File: src/rtl/clock_divisor_pkg.sv
// ----------------------------------------------------------------------------
// clock_divisor_pkg
// Shared constants and elaboration-time helpers for the clock divisor.
//   DEF_IN_FREQ_HZ / DEF_FAST_FREQ_HZ / DEF_SLOW_FREQ_HZ : default frequencies
//   half_period(in_hz, out_hz) : input cycles per half period of the output
//   cnt_width(half)            : counter width needed to count 0..half-1
//   ratio_ok(in_hz, out_hz)    : 1 when in_hz is an exact even multiple of out_hz
// No ports (package).
// ----------------------------------------------------------------------------
package clock_divisor_pkg;

  localparam int unsigned DEF_IN_FREQ_HZ   = 1_000_000;
  localparam int unsigned DEF_FAST_FREQ_HZ = 100_000;
  localparam int unsigned DEF_SLOW_FREQ_HZ = 10_000;

  function automatic int unsigned half_period(input int unsigned in_hz,
                                              input int unsigned out_hz);
    if (out_hz == 0) return 0;
    return in_hz / (2 * out_hz);
  endfunction

  // A half period of one cycle still needs a 1-bit counter.
  function automatic int unsigned cnt_width(input int unsigned half);
    if (half <= 1) return 1;
    return $clog2(half);
  endfunction

  // Zero output frequency is rejected before the modulo is evaluated.
  function automatic bit ratio_ok(input int unsigned in_hz,
                                  input int unsigned out_hz);
    if (out_hz == 0) return 1'b0;
    if (in_hz < 2 * out_hz) return 1'b0;
    return (in_hz % (2 * out_hz)) == 0;
  endfunction

endpackage

File: src/rtl/clk_div_stage.sv
// ----------------------------------------------------------------------------
// clk_div_stage
// One divide-by-(2*HALF) stage: a free-running up-counter that wraps at
// HALF-1 and toggles a registered output on every wrap, giving a 50% duty
// square wave. Optional one-cycle tick on each rising edge of the output.
// Optional feature macro: CLOCK_DIVISOR_TICK_EN (adds tick_o).
// Ports:
//   clk_i   in   system clock, rising edge
//   srst_i  in   synchronous active-high reset
//   div_o   out  divided clock, driven directly from a flop
//   tick_o  out  (CLOCK_DIVISOR_TICK_EN) strobe coincident with div_o rising
// ----------------------------------------------------------------------------
module clk_div_stage
  import clock_divisor_pkg::*;
#(
  parameter int unsigned HALF = 5
) (
  input  logic clk_i,
  input  logic srst_i,
  output logic div_o
`ifdef CLOCK_DIVISOR_TICK_EN
  ,
  output logic tick_o
`endif
);

  localparam int unsigned    W    = cnt_width(HALF);
  localparam logic [W-1:0]   TERM = W'(HALF - 1);

  logic [W-1:0] cnt_q, cnt_d;
  logic         div_q, div_d;
  logic         wrap;

  always_comb begin
    wrap  = (cnt_q == TERM);
    cnt_d = wrap ? '0 : cnt_q + 1'b1;
    div_d = wrap ? ~div_q : div_q;
  end

  always_ff @(posedge clk_i) begin
    if (srst_i) begin
      cnt_q <= '0;
      div_q <= 1'b0;
    end else begin
      cnt_q <= cnt_d;
      div_q <= div_d;
    end
  end

  assign div_o = div_q;

`ifdef CLOCK_DIVISOR_TICK_EN
  logic tick_q, tick_d;

  // A wrap while the output is low is exactly the edge where it rises, so the
  // registered tick lands on the same clock edge as the output rise.
  always_comb begin
    tick_d = wrap & ~div_q;
  end

  always_ff @(posedge clk_i) begin
    if (srst_i) begin
      tick_q <= 1'b0;
    end else begin
      tick_q <= tick_d;
    end
  end

  assign tick_o = tick_q;
`endif

endmodule

File: src/rtl/clock_divisor.sv
// ----------------------------------------------------------------------------
// clock_divisor
// Derives clk_100KHz (IN/FAST) and clk_10KHz (IN/SLOW) 50% duty clocks from
// clock1M using two independent counter/toggle stages. This level only checks
// the frequency ratios at elaboration and wires the stages to the ports.
// Optional feature macro: CLOCK_DIVISOR_TICK_EN (adds tick_* strobes).
// Ports:
//   clock1M      in   system clock, all logic on its rising edge
//   reset        in   synchronous active-high reset
//   clk_10KHz    out  IN/SLOW divided clock
//   clk_100KHz   out  IN/FAST divided clock
//   tick_10KHz   out  (CLOCK_DIVISOR_TICK_EN) 1-cycle strobe on clk_10KHz rise
//   tick_100KHz  out  (CLOCK_DIVISOR_TICK_EN) 1-cycle strobe on clk_100KHz rise
// ----------------------------------------------------------------------------
module clock_divisor
  import clock_divisor_pkg::*;
#(
  parameter int unsigned IN_FREQ_HZ   = DEF_IN_FREQ_HZ,
  parameter int unsigned FAST_FREQ_HZ = DEF_FAST_FREQ_HZ,
  parameter int unsigned SLOW_FREQ_HZ = DEF_SLOW_FREQ_HZ
) (
  input  logic clock1M,
  input  logic reset,
  output logic clk_10KHz,
  output logic clk_100KHz
`ifdef CLOCK_DIVISOR_TICK_EN
  ,
  output logic tick_10KHz,
  output logic tick_100KHz
`endif
);

  localparam int unsigned HALF_FAST = half_period(IN_FREQ_HZ, FAST_FREQ_HZ);
  localparam int unsigned HALF_SLOW = half_period(IN_FREQ_HZ, SLOW_FREQ_HZ);

  if (!ratio_ok(IN_FREQ_HZ, FAST_FREQ_HZ)) begin : g_bad_fast
    $error("clock_divisor: IN_FREQ_HZ must be an exact even multiple of FAST_FREQ_HZ");
  end
  if (!ratio_ok(IN_FREQ_HZ, SLOW_FREQ_HZ)) begin : g_bad_slow
    $error("clock_divisor: IN_FREQ_HZ must be an exact even multiple of SLOW_FREQ_HZ");
  end

  // Index 0 is the fast stage, index 1 the slow stage.
  logic [1:0] div_w;
`ifdef CLOCK_DIVISOR_TICK_EN
  logic [1:0] tick_w;
`endif

  for (genvar gi = 0; gi < 2; gi++) begin : g_stage
    clk_div_stage #(
      .HALF((gi == 0) ? HALF_FAST : HALF_SLOW)
    ) u_stage (
      .clk_i  (clock1M),
      .srst_i (reset),
      .div_o  (div_w[gi])
`ifdef CLOCK_DIVISOR_TICK_EN
      ,
      .tick_o (tick_w[gi])
`endif
    );
  end

  assign clk_100KHz = div_w[0];
  assign clk_10KHz  = div_w[1];
`ifdef CLOCK_DIVISOR_TICK_EN
  assign tick_100KHz = tick_w[0];
  assign tick_10KHz  = tick_w[1];
`endif

endmodule

File: config.mk
export PLATFORM = sky130hd
export DESIGN_NAME = clock_divisor
export DESIGN_NICKNAME = d
export VERILOG_FILES = /design/src/rtl/clock_divisor_pkg.sv /design/src/rtl/clk_div_stage.sv /design/src/rtl/clock_divisor.sv
export SDC_FILE = /design/constraint.sdc
export NUM_CORES = 1
export LEC_CHECK = 0
export CORE_AREA = 2 2 39 41
export CTS_BUF_LIST = sky130_fd_sc_hd__clkbuf_8
export DETAILED_ROUTE_END_ITERATION = 8
export DIE_AREA = 0 0 41 43
export PLACE_DENSITY_LB_ADDON = 0.3
export SKIP_CTS_REPAIR_TIMING = 1
export SYNTH_ARGS = -nofsm -noshare
export SYNTH_HDL_FRONTEND = slang
export SYNTH_SLANG_ARGS = --single-unit
File: constraint.sdc
create_clock -name clock1M -period 1.26 [get_ports clock1M]
set_input_delay 0.126 -clock clock1M [delete_from_list [all_inputs] [get_ports clock1M]]
set_output_delay 0.126 -clock clock1M [all_outputs]
set_load 0.05 [all_outputs]
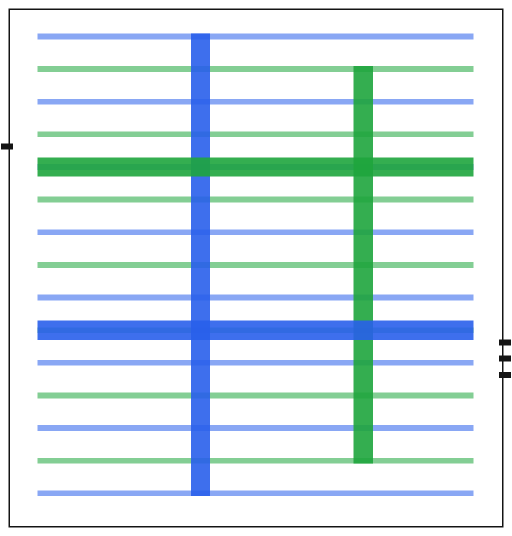
(PDN straps and rails)
Scale: 12 px per µm. Pins as bars on the die edge.
green -> VDD
blue -> VSS
rows = 14
met4 straps = 2
met1 rails = 15
met5 straps = 2

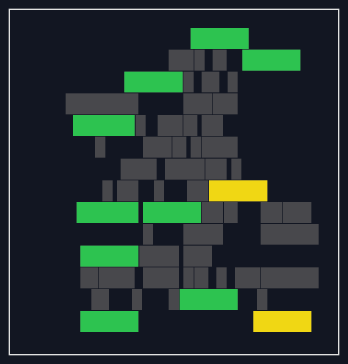
(sequential cells colored by netlist name)
Scale: 8 px per µm. Other cells in gray.
green -> g_stage.u_stage.cnt_q  # placed flops 9
yellow -> g_stage.u_stage.div_o  # placed flops 2

==> flow_summary.toml <==
# flow metrics
[status]
status = "complete, no violations"

[power_and_ir_drop]
switching_share = 0.226
leakagePower_nw = 0.249
power_switching_mw = 0.182
p_per_area_nw_per_um2 = 1300
pwr-share-seq = 0.477
p_clk_frac = 0.427

[synth]
synthesis.instances = 47
synth_area_um2 = 449
synth.yosys.warnings = 0
yosys_cells = 47

[cells_and_area]
insertedDiodeCount = 0
finish.instance_area_um2 = 619

[route]
drc_errors = 0
vias_per_cell = 4.58

[floorplan]
ios = 4
core_um2 = 1380
die_height_um = 43

[worst_setup_path]
r2r_end = "g_stage[1].u_stage.div_o$_SDFFE_PP0N_"
crit_required_ns = 1.43
reg2regPathDepth = 5

[global_routing]
grt_pass1_vias = 305
grt_pass1_wl_um = 1170

[final_timing]
relSlewSlack = 0.836
setup_tns_ns = 0
slew_violations = 0

[worst_hold_path]
min_from = "g_stage[0].u_stage.cnt_q[0]$_SDFF_PP0_"

[placed_design]
placed_area_um2 = 554

[cts]
cts_buffer_depth = 2
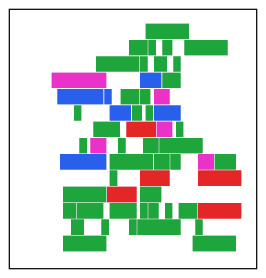
(cell sizes after repair)
Scale: 6 px per µm.
magenta -> x3 and x4  # cells 5, share 8.6%
blue -> x2  # cells 6, share 10%
red -> x6 and larger  # cells 5, share 8.6%
green -> x1 and smaller  # cells 42, share 72%

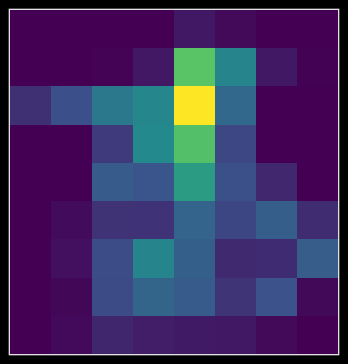
(wire density map)
Scale: 8 px per µm. 8 x 9 tiles, from dark purple (low) to yellow (high), scaled to the fullest tile. Values are wire area over tile area, all layers added.
tiles over half the peak = 5.6%
fullest tile = 0.41
mean over tiles = 0.065
nearly empty tiles = 35%

[cell families after synthesis]
kind of cell / after synthesis / share of synthesized area
XOR/XNOR: 4 / 0.0780
AND/OR/NAND/NOR: 17 / 0.187
AND-OR/OR-AND: 6 / 0.0780
buffers and inverters: 4 / 0.0334
multiplexers: 1 / 0.0223
adder cells (fa/ha/maj): 4 / 0.111
flip-flops: 11 / 0.490
[synth_stat cells, drive strengths merged]
master	instances
a21oi	3
and2	2
dfxtp	11
ha	4
inv	4
mux2i	1
nand2	2
nand3	3
nor2	8
o21ai	1
o31ai	2
or3	1
or4	1
xnor2	1
xor2	3
[area by class of cell]
| type | instances | area [µm²] | share of cell area |
|---|---|---|---|
| sequential | 11 | 223 | 0.360 |
| multi-input combinational | 32 | 236 | 0.382 |
| timing repair buffer | 7 | 80.1 | 0.129 |
| clock inverter | 1 | 3.75 | 0.00606 |
| tap | 16 | 20.0 | 0.0323 |
| clock buffer | 3 | 41.3 | 0.0667 |
| inverter | 4 | 15.0 | 0.0242 |
[per-layer routing]
metal	GRT usage	vias up	share of wire
met5	0	-	0
met4	0.0600	0	0
met3	0.0471	0	0.042
met2	0.134	4	0.44
met1	0.127	158	0.51
li1	-	177	-
[worst max-delay path by stage]
| stage | slack (ns) | endpoint | cells after the start |
|---|---|---|---|
| 2_1_floorplan | 0.04 | g_stage[1].u_stage.div_o$_SDFFE_PP0N_ | 2 |
| 3_3_place_gp | 0.04 | g_stage[1].u_stage.div_o$_SDFFE_PP0N_ | 5 |
| 3_5_place_dp | 0.02 | g_stage[1].u_stage.div_o$_SDFFE_PP0N_ | 5 |
| 4_1_cts | 0.008 | g_stage[1].u_stage.div_o$_SDFFE_PP0N_ | 5 |
| 5_1_grt | 0.02 | g_stage[1].u_stage.div_o$_SDFFE_PP0N_ | 5 |
| 6_report | 0.09 | g_stage[1].u_stage.div_o$_SDFFE_PP0N_ | 5 |
[power groups by stage]
| stage | Sequential (mW) | Combinational [mW] | Clock, mW |
|---|---|---|---|
| after floorplan | 0.390 | 0.0389 | 0 |
| after global placement | 0.388 | 0.0701 | 0 |
| after detailed placement | 0.388 | 0.0704 | 0 |
| after CTS | 0.381 | 0.0720 | 0.350 |
| after global routing | 0.386 | 0.0862 | 0.368 |
| final | 0.384 | 0.0765 | 0.344 |
[stage by stage]
stage,cells,worst slack (ns),util
after floorplan,47,0.0384,-
after global placement,70,0.0429,0.401
after detailed placement,70,0.0196,0.401
after CTS,74,0.00764,0.433
after global routing,74,0.0246,0.448
final,74,0.0874,0.448
[critical path: stages, from the launching register on]
cell     delay (ns)
dfxtp_2        0.33
inv_2          0.06
ha_4           0.11
nand3_2        0.08
or4_1          0.40
a21oi_1        0.12
[sequential cells by signal, summed over array words and instances, names as in the netlist]
signal / count
g_stage.u_stage.div_o: 2
g_stage.u_stage.cnt_q: 9
No activity file was given, so power comes from the tool's default toggle rates.
